<file path="src/rtl/tqvp_bus_pkg.sv">
// Shared encodings, types and helpers for the TinyQV peripheral bus initiator.
package tqvp_bus_pkg;

  localparam int unsigned ADDR_W = 6;
  localparam int unsigned DATA_W = 32;
  localparam int unsigned SIZE_W = 2;

  localparam logic [SIZE_W-1:0] SZ_8      = 2'b00;
  localparam logic [SIZE_W-1:0] SZ_16     = 2'b01;
  localparam logic [SIZE_W-1:0] SZ_32     = 2'b10;
  localparam logic [SIZE_W-1:0] SZ_NONE   = 2'b11;
  localparam logic [SIZE_W-1:0] STRB_IDLE = 2'b11;

  typedef enum logic [1:0] {IDLE, WR, RD, RSP} state_t;

  typedef struct packed {
    logic              write;
    logic [SIZE_W-1:0] size;
    logic [ADDR_W-1:0] addr;
    logic [DATA_W-1:0] wdata;
  } cmd_t;

  // Byte-lane mask for an access size; illegal size yields no lanes.
  function automatic logic [DATA_W-1:0] size_mask(input logic [SIZE_W-1:0] size);
    case (size)
      SZ_8:    size_mask = 32'h0000_00FF;
      SZ_16:   size_mask = 32'h0000_FFFF;
      SZ_32:   size_mask = 32'hFFFF_FFFF;
      default: size_mask = 32'h0000_0000;
    endcase
  endfunction

endpackage

</file>
<file path="src/rtl/tqvp_bus_initiator_if.sv">
// Command, response and peripheral-bus signals of the bus initiator.
interface tqvp_bus_initiator_if
  import tqvp_bus_pkg::*;
();

  logic              cmd_valid;
  logic              cmd_ready;
  logic              cmd_write;
  logic [SIZE_W-1:0] cmd_size;
  logic [ADDR_W-1:0] cmd_addr;
  logic [DATA_W-1:0] cmd_wdata;

  logic              rsp_valid;
  logic              rsp_ready;
  logic [DATA_W-1:0] rsp_rdata;
  logic              rsp_err;
  logic              rsp_timeout;

  logic [ADDR_W-1:0] address;
  logic [DATA_W-1:0] data_in;
  logic [SIZE_W-1:0] data_write_n;
  logic [SIZE_W-1:0] data_read_n;
  logic [DATA_W-1:0] data_out;
  logic              data_ready;

  logic              busy;

  // Initiator side.
  modport master (
    input  cmd_valid, cmd_write, cmd_size, cmd_addr, cmd_wdata,
    input  rsp_ready, data_out, data_ready,
    output cmd_ready, rsp_valid, rsp_rdata, rsp_err, rsp_timeout,
    output address, data_in, data_write_n, data_read_n, busy
  );

  // Command source, response sink and peripheral side.
  modport slave (
    output cmd_valid, cmd_write, cmd_size, cmd_addr, cmd_wdata,
    output rsp_ready, data_out, data_ready,
    input  cmd_ready, rsp_valid, rsp_rdata, rsp_err, rsp_timeout,
    input  address, data_in, data_write_n, data_read_n, busy
  );

endinterface

</file>
<file path="src/rtl/tqvp_bus_initiator.sv">
// Single-outstanding initiator for the TinyQV peripheral register bus.
module tqvp_bus_initiator
  import tqvp_bus_pkg::*;
#(
  parameter int unsigned TIMEOUT_CYCLES = 255,
  parameter int unsigned TO_W           = 8
) (
  input  logic                 clk,
  input  logic                 rst_n,
  tqvp_bus_initiator_if.master bus
);

  state_t            r_state, w_state_nxt;
  logic              r_cmd_ready, w_cmd_ready_nxt;
  logic              r_busy, w_busy_nxt;
  logic              r_rsp_valid, w_rsp_valid_nxt;
  logic [DATA_W-1:0] r_rsp_rdata, w_rsp_rdata_nxt;
  logic              r_rsp_err, w_rsp_err_nxt;
  logic              r_rsp_timeout, w_rsp_timeout_nxt;
  logic [ADDR_W-1:0] r_address, w_address_nxt;
  logic [DATA_W-1:0] r_data_in, w_data_in_nxt;
  logic [SIZE_W-1:0] r_wr_n, w_wr_n_nxt;
  logic [SIZE_W-1:0] r_rd_n, w_rd_n_nxt;
  logic [SIZE_W-1:0] r_size, w_size_nxt;
  logic [TO_W-1:0]   r_cnt, w_cnt_nxt;
  logic [TO_W-1:0]   w_cnt_inc;
  logic              w_to_hit;
  cmd_t              w_cmd;

  assign w_cmd.write = bus.cmd_write;
  assign w_cmd.size  = bus.cmd_size;
  assign w_cmd.addr  = bus.cmd_addr;
  assign w_cmd.wdata = bus.cmd_wdata;

  assign w_cnt_inc = r_cnt + TO_W'(1);
  assign w_to_hit  = (TIMEOUT_CYCLES != 0) && (w_cnt_inc == TO_W'(TIMEOUT_CYCLES));

  // State register.
  always_ff @(posedge clk or negedge rst_n) begin
    if (!rst_n) r_state <= IDLE;
    else        r_state <= w_state_nxt;
  end

  // Next-state and next-output decode.
  always_comb begin
    w_state_nxt       = r_state;
    w_rsp_valid_nxt   = r_rsp_valid;
    w_rsp_rdata_nxt   = r_rsp_rdata;
    w_rsp_err_nxt     = r_rsp_err;
    w_rsp_timeout_nxt = r_rsp_timeout;
    w_address_nxt     = r_address;
    w_data_in_nxt     = r_data_in;
    w_wr_n_nxt        = r_wr_n;
    w_rd_n_nxt        = r_rd_n;
    w_size_nxt        = r_size;
    w_cnt_nxt         = r_cnt;
    unique case (r_state)
      IDLE: begin
        if (bus.cmd_valid && r_cmd_ready) begin
          if (w_cmd.size == SZ_NONE) begin
            w_rsp_valid_nxt = 1'b1;
            w_rsp_err_nxt   = 1'b1;
            w_rsp_rdata_nxt = '0;
            w_state_nxt     = RSP;
          end else begin
            w_address_nxt = w_cmd.addr;
            w_size_nxt    = w_cmd.size;
            if (w_cmd.write) begin
              w_data_in_nxt = w_cmd.wdata & size_mask(w_cmd.size);
              w_wr_n_nxt    = w_cmd.size;
              w_state_nxt   = WR;
            end else begin
              w_rd_n_nxt  = w_cmd.size;
              w_cnt_nxt   = '0;
              w_state_nxt = RD;
            end
          end
        end
      end
      WR: begin
        w_wr_n_nxt      = STRB_IDLE;
        w_rsp_valid_nxt = 1'b1;
        w_rsp_rdata_nxt = '0;
        w_state_nxt     = RSP;
      end
      RD: begin
        // Data arriving on the timeout cycle still completes the read.
        if (bus.data_ready) begin
          w_rd_n_nxt      = STRB_IDLE;
          w_rsp_rdata_nxt = bus.data_out & size_mask(r_size);
          w_rsp_valid_nxt = 1'b1;
          w_state_nxt     = RSP;
        end else if (w_to_hit) begin
          w_rd_n_nxt        = STRB_IDLE;
          w_rsp_rdata_nxt   = '0;
          w_rsp_timeout_nxt = 1'b1;
          w_rsp_valid_nxt   = 1'b1;
          w_state_nxt       = RSP;
        end else begin
          w_cnt_nxt = w_cnt_inc;
        end
      end
      RSP: begin
        if (bus.rsp_ready) begin
          w_rsp_valid_nxt   = 1'b0;
          w_rsp_err_nxt     = 1'b0;
          w_rsp_timeout_nxt = 1'b0;
          w_rsp_rdata_nxt   = '0;
          w_state_nxt       = IDLE;
        end
      end
    endcase
    w_cmd_ready_nxt = (w_state_nxt == IDLE);
    w_busy_nxt      = (w_state_nxt != IDLE);
  end

  // Registered outputs and datapath.
  always_ff @(posedge clk or negedge rst_n) begin
    if (!rst_n) begin
      r_cmd_ready   <= 1'b1;
      r_busy        <= 1'b0;
      r_rsp_valid   <= 1'b0;
      r_rsp_rdata   <= '0;
      r_rsp_err     <= 1'b0;
      r_rsp_timeout <= 1'b0;
      r_address     <= '0;
      r_data_in     <= '0;
      r_wr_n        <= STRB_IDLE;
      r_rd_n        <= STRB_IDLE;
      r_size        <= SZ_8;
      r_cnt         <= '0;
    end else begin
      r_cmd_ready   <= w_cmd_ready_nxt;
      r_busy        <= w_busy_nxt;
      r_rsp_valid   <= w_rsp_valid_nxt;
      r_rsp_rdata   <= w_rsp_rdata_nxt;
      r_rsp_err     <= w_rsp_err_nxt;
      r_rsp_timeout <= w_rsp_timeout_nxt;
      r_address     <= w_address_nxt;
      r_data_in     <= w_data_in_nxt;
      r_wr_n        <= w_wr_n_nxt;
      r_rd_n        <= w_rd_n_nxt;
      r_size        <= w_size_nxt;
      r_cnt         <= w_cnt_nxt;
    end
  end

  assign bus.cmd_ready    = r_cmd_ready;
  assign bus.busy         = r_busy;
  assign bus.rsp_valid    = r_rsp_valid;
  assign bus.rsp_rdata    = r_rsp_rdata;
  assign bus.rsp_err      = r_rsp_err;
  assign bus.rsp_timeout  = r_rsp_timeout;
  assign bus.address      = r_address;
  assign bus.data_in      = r_data_in;
  assign bus.data_write_n = r_wr_n;
  assign bus.data_read_n  = r_rd_n;

endmodule

</file>
<file path="src/flat_wrapper.sv">
// flat-port wrapper written by rule: the top's interface ports become plain ports
module tqvp_bus_initiator_flat import tqvp_bus_pkg::*;
#(
  parameter int unsigned TIMEOUT_CYCLES = 255,
  parameter int unsigned TO_W           = 8
)
  (clk, rst_n, bus_cmd_valid, bus_cmd_write, bus_cmd_size, bus_cmd_addr, bus_cmd_wdata, bus_rsp_ready, bus_data_out, bus_data_ready, bus_cmd_ready, bus_rsp_valid, bus_rsp_rdata, bus_rsp_err, bus_rsp_timeout, bus_address, bus_data_in, bus_data_write_n, bus_data_read_n, bus_busy);
  tqvp_bus_initiator_if bus_i ();
  input  logic clk;
  input  logic rst_n;
  input wire logic [$bits(bus_i.cmd_valid)-1:0] bus_cmd_valid;
  input wire logic [$bits(bus_i.cmd_write)-1:0] bus_cmd_write;
  input wire logic [$bits(bus_i.cmd_size)-1:0] bus_cmd_size;
  input wire logic [$bits(bus_i.cmd_addr)-1:0] bus_cmd_addr;
  input wire logic [$bits(bus_i.cmd_wdata)-1:0] bus_cmd_wdata;
  input wire logic [$bits(bus_i.rsp_ready)-1:0] bus_rsp_ready;
  input wire logic [$bits(bus_i.data_out)-1:0] bus_data_out;
  input wire logic [$bits(bus_i.data_ready)-1:0] bus_data_ready;
  output wire logic [$bits(bus_i.cmd_ready)-1:0] bus_cmd_ready;
  output wire logic [$bits(bus_i.rsp_valid)-1:0] bus_rsp_valid;
  output wire logic [$bits(bus_i.rsp_rdata)-1:0] bus_rsp_rdata;
  output wire logic [$bits(bus_i.rsp_err)-1:0] bus_rsp_err;
  output wire logic [$bits(bus_i.rsp_timeout)-1:0] bus_rsp_timeout;
  output wire logic [$bits(bus_i.address)-1:0] bus_address;
  output wire logic [$bits(bus_i.data_in)-1:0] bus_data_in;
  output wire logic [$bits(bus_i.data_write_n)-1:0] bus_data_write_n;
  output wire logic [$bits(bus_i.data_read_n)-1:0] bus_data_read_n;
  output wire logic [$bits(bus_i.busy)-1:0] bus_busy;
  assign bus_i.cmd_valid = bus_cmd_valid;
  assign bus_i.cmd_write = bus_cmd_write;
  assign bus_i.cmd_size = bus_cmd_size;
  assign bus_i.cmd_addr = bus_cmd_addr;
  assign bus_i.cmd_wdata = bus_cmd_wdata;
  assign bus_i.rsp_ready = bus_rsp_ready;
  assign bus_i.data_out = bus_data_out;
  assign bus_i.data_ready = bus_data_ready;
  assign bus_cmd_ready = bus_i.cmd_ready;
  assign bus_rsp_valid = bus_i.rsp_valid;
  assign bus_rsp_rdata = bus_i.rsp_rdata;
  assign bus_rsp_err = bus_i.rsp_err;
  assign bus_rsp_timeout = bus_i.rsp_timeout;
  assign bus_address = bus_i.address;
  assign bus_data_in = bus_i.data_in;
  assign bus_data_write_n = bus_i.data_write_n;
  assign bus_data_read_n = bus_i.data_read_n;
  assign bus_busy = bus_i.busy;
  tqvp_bus_initiator #(.TIMEOUT_CYCLES(TIMEOUT_CYCLES), .TO_W(TO_W)) u_core (.clk(clk), .rst_n(rst_n), .bus(bus_i));
endmodule
</file>
<file path="config.mk">
export PLATFORM = sky130hd
export DESIGN_NAME = tqvp_bus_initiator_flat
export DESIGN_NICKNAME = d
export VERILOG_FILES = /design/src/rtl/tqvp_bus_pkg.sv /design/src/rtl/tqvp_bus_initiator_if.sv /design/src/rtl/tqvp_bus_initiator.sv /design/src/flat_wrapper.sv
export SDC_FILE = /design/constraint.sdc
export NUM_CORES = 1
export LEC_CHECK = 0
export CORE_UTILIZATION = 30
export CTS_BUF_LIST = sky130_fd_sc_hd__clkbuf_2 sky130_fd_sc_hd__clkbuf_4 sky130_fd_sc_hd__clkbuf_8
export DETAILED_ROUTE_END_ITERATION = 8
export GPL_ROUTABILITY_DRIVEN = 0
export PLACE_DENSITY = 0.65
export SLEW_MARGIN = 20
export SYNTH_ARGS = -nofsm -noshare
export SYNTH_HDL_FRONTEND = slang
export SYNTH_SLANG_ARGS = --single-unit
</file>
<file path="constraint.sdc">
create_clock -name clk -period 2.7 [get_ports clk]
set_input_delay 0.405 -clock clk [delete_from_list [all_inputs] [get_ports clk]]
set_output_delay 0.405 -clock clk [all_outputs]
set_load 0.05 [all_outputs]
</file>
==> run notes <==
Notes from the flow run.

Critical path:
- The run gives the critical path startpoint as u_core.r_cnt[0].
- The run puts the number of stages on the worst setup path at 6.
- The run puts the longest individual stage delay on the worst path at 0.50 ns.
- The run gives the category of the most critical setup path as reg -> reg.
- On the critical path the data arrives at between 2 and 3 ns.
- The run gives the sort of element at the end of the critical path as a register.
- The run puts the worst reg2reg path depth at 6.
- The slowest stage of the critical path is the dfrtp_1 cell.
- The run puts the slack of the worst reg-to-reg path at 0.34 ns.
- Looking at the reg2reg group, the worst path ends at u_core.bus.rsp_rdata[9].
- STA lists the startpoint of the worst register-to-register path as u_core.r_cnt[0].
- In this run the critical path is formed by ha_1, nand3_1, xnor2_1, o211a_4, nand2_4, a221o_1.
- The cell family contributing the most delay on the critical path is AND-OR/OR-AND gates.

Clock network:
- The run gives the TritonCTS clock tree as built.
- For the worst-skew pair, the clock arrives at the later sink with an insertion delay of ~0.38 ns.
- The run gives the CTS H-tree depth as 3.

Global routing:
- The run puts the via count of the first global-routing pass at 4179.
- The run puts the largest net degree at the start of global routing at 57.
- The run gives the remaining global-route overflow as 0.
- In the global route stage, overall resource usage came out at 17.6%.
- The initial antenna violation count came to 0.
- The run puts the global-route wire length before repair at 21800 microns.

STA:
- Derived from the worst setup path, the maximum achievable clock frequency is around 420 MHz.
- Setup repair after global routing left no endpoint under its margin.
- The pin closest to its max-slew limit shows a slew of 0.736 ns.
- The run gives the smallest setup slack after layout as around 0.34 ns.
- Final hold analysis gives a worst-case slack of 0.484 ns.
- Across the routed clock network, the largest skew measured is 0.00701 ns.
- The run gives the final critical-path required period as between 2 and 2.5 ns.
- The run puts the number of endpoints failing setup at the final stage at 0.

Yosys:
- The run gives the sequential cell area fraction in the yosys report as 49.8%.
- The run gives the net count entering floorplan as ~530.
- The run gives the most area-hungry cell type in the Yosys netlist as dfrtp_1.
- After Yosys synthesis, and, or, nand and nor cells account for 17.3% of the synthesized area.
- The run gives the most used flip-flop cell as dfrtp_1.
- The synthesized design contains 91 register bits.
- The run puts the adder and majority cell fraction of the synthesized area at between 1.5 and 2%.
- The run gives the top cell type by instance count after synthesis as dfrtp_1.
- The run puts the average size of a mapped cell at 10.3 sq um.
- After synthesis, the cell types taking the most area are dfrtp_1, a221o_1, a22o_1.
- The run gives the Yosys warning count as 0.
- The run puts the number of cells produced by synthesis at 444.
- By area, the combinational part of the netlist is dominated by AND-OR/OR-AND gates.
- The synthesized netlist devotes less than 1% of its cell area to XOR and XNOR gates.
- The run gives the cell area after synthesis as about 4600 sq um.
- The run puts the mux cell area share after synthesis at roughly 3.7%.

Routing:
- Wires add up to 13400 microns.
- The run puts the wire length per cell at 17.2 microns.
- The run gives the number of DRC markers after the initial detailed-route iteration as approximately 340.
- The script parses the final routing iteration and logs DRC violations as 12.
- The run puts the number of routed nets with antenna violations at 0.
- The routed layout has 4129 vias.
- The run puts the via-per-instance ratio at 5.29.
- The run puts the detailed-router iteration count before antenna repair at 9.

Power and ir drop:
- The run puts the final total power at 6280 uW.
- The run puts the power density over the cells at roughly 950 nW/um^2.
- The run puts the peak supply drop at 0.000532 V.
- The run puts the standby leakage power at between 0.002 and 0.003 uW.

Finish:
- The repair_antennas step left the layout with diodes totalling 0.
- Leaving out fill and tap cells, the most frequent cells in the layout are clkdlybuf4s50_1, dfrtp_1, nand2_1.
- The run gives the share of final-layout standard cells stronger than drive strength 1 as between 10% and 20%.
- The run puts the synthesis-to-layout area growth at 44.3%.
- The run puts the number of nets at the end of the flow at 675.

Die:
- In this run the full chip footprint comes out at between 15000 and 20000 sq um.
- The run puts the initial core utilization at 31.2%.
- The run puts the height of the chip at about 130 microns.
- The run puts the x dimension of the die at 126 microns.
- approximately 160 I/O pins were placed.
- The run puts the placeable core region at 14700 sq um.

Worst hold path:
- The run gives the number of cells on the worst hold path as 2.
- The min-delay analysis places its worst path in the category reg -> reg.
- The startpoint identified for the worst hold timing path is u_core.bus.data_write_n[0].

Placement:
- The run puts the post-placement cell area at 6400 sq um.
- The run gives the setup slack at placement as 0.207 ns.
- The run puts the number of I/O port buffers at 156.
- The run gives the instance count after placement with tap cells included as 763.
- The run puts the detailed-placement wirelength estimate at roughly 9400 microns.

Run status:
- The final reports fail on design-rule violations.
- The run finished, with violations left.
## where the power goes
group / total (uW) / internal [uW] / leakage, uW / switching [uW]
clock: 963 / 434 / 0.0000998 / 529
sequential: 2060 / 1760 / 0.00122 / 307
combinational: 3250 / 1200 / 0.00145 / 2050
total: 6280 / 3390 / 0.00276 / 2890
## timing repair
action,in CTS,in global routing
hold endpoints to repair,26,0
resized,0,0
hold buffers,1,0
## metal layers
layer	vias to the layer above	global-route usage, %	routed length (microns)
met2	164	27.9	6260
met4	0	4.38	131
met1	2011	23.0	5900
met5	-	0	0
li1	1944	-	-
met3	10	5.95	1100
## area by class of cell
class,count,area (sq um)
Clock buffer,9,124
Tap cell,184,230
Multi-Input combinational cell,309,2140
Sequential cell,91,2280
Clock inverter,7,77.6
Inverter,11,41.3
Fill cell,1412,8080
Timing Repair Buffer,169,1720
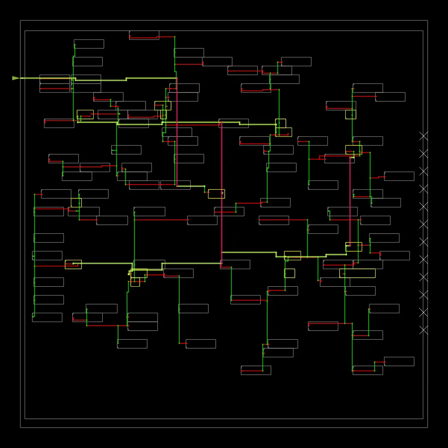
*Clock wiring as the flow saved it*
total CTS buffers: 9
clock group power: 963 uW

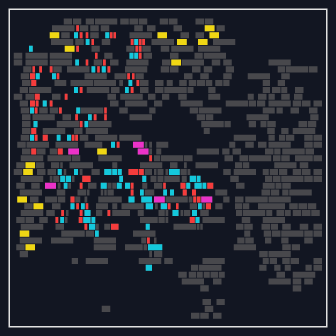
*Gate families picked out*
[mux cells] yellow | cells: 15 | most used: mux2_2
[nand cells] red | cells: 78 | most used: nand2_1
[aoi and oai cells] cyan | cells: 66 | most used: o21ai_0
[fa/ha/maj cells] magenta | cells: 6 | most used: ha_1
fraction of area in multi-input gates: 32.3%
non-filler instance count after layout: 780
most common logic cell in the routed design: clkdlybuf4s50_1

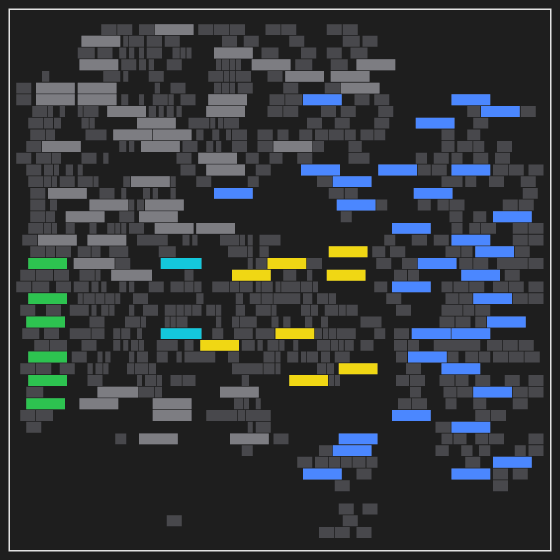
*Sequential cells grouped by signal name*
[u_core.bus.data_read_n] cyan | sequential cells: 2
[u_core.r_cnt] yellow | sequential cells: 8 | where: centre
[u_core.bus.rsp_rdata] blue | sequential cells: 32
[u_core.bus.address] green | sequential cells: 6 | where: middle left
not coloured: 43
final core area utilization: 45.0%
flip-flop and latch share of the layout cell area: 34.5%
sequential cell area: 2280 sq um
sequential logic power: 2060 uW

No activity file was given, so power comes from the tool's default toggle rates.
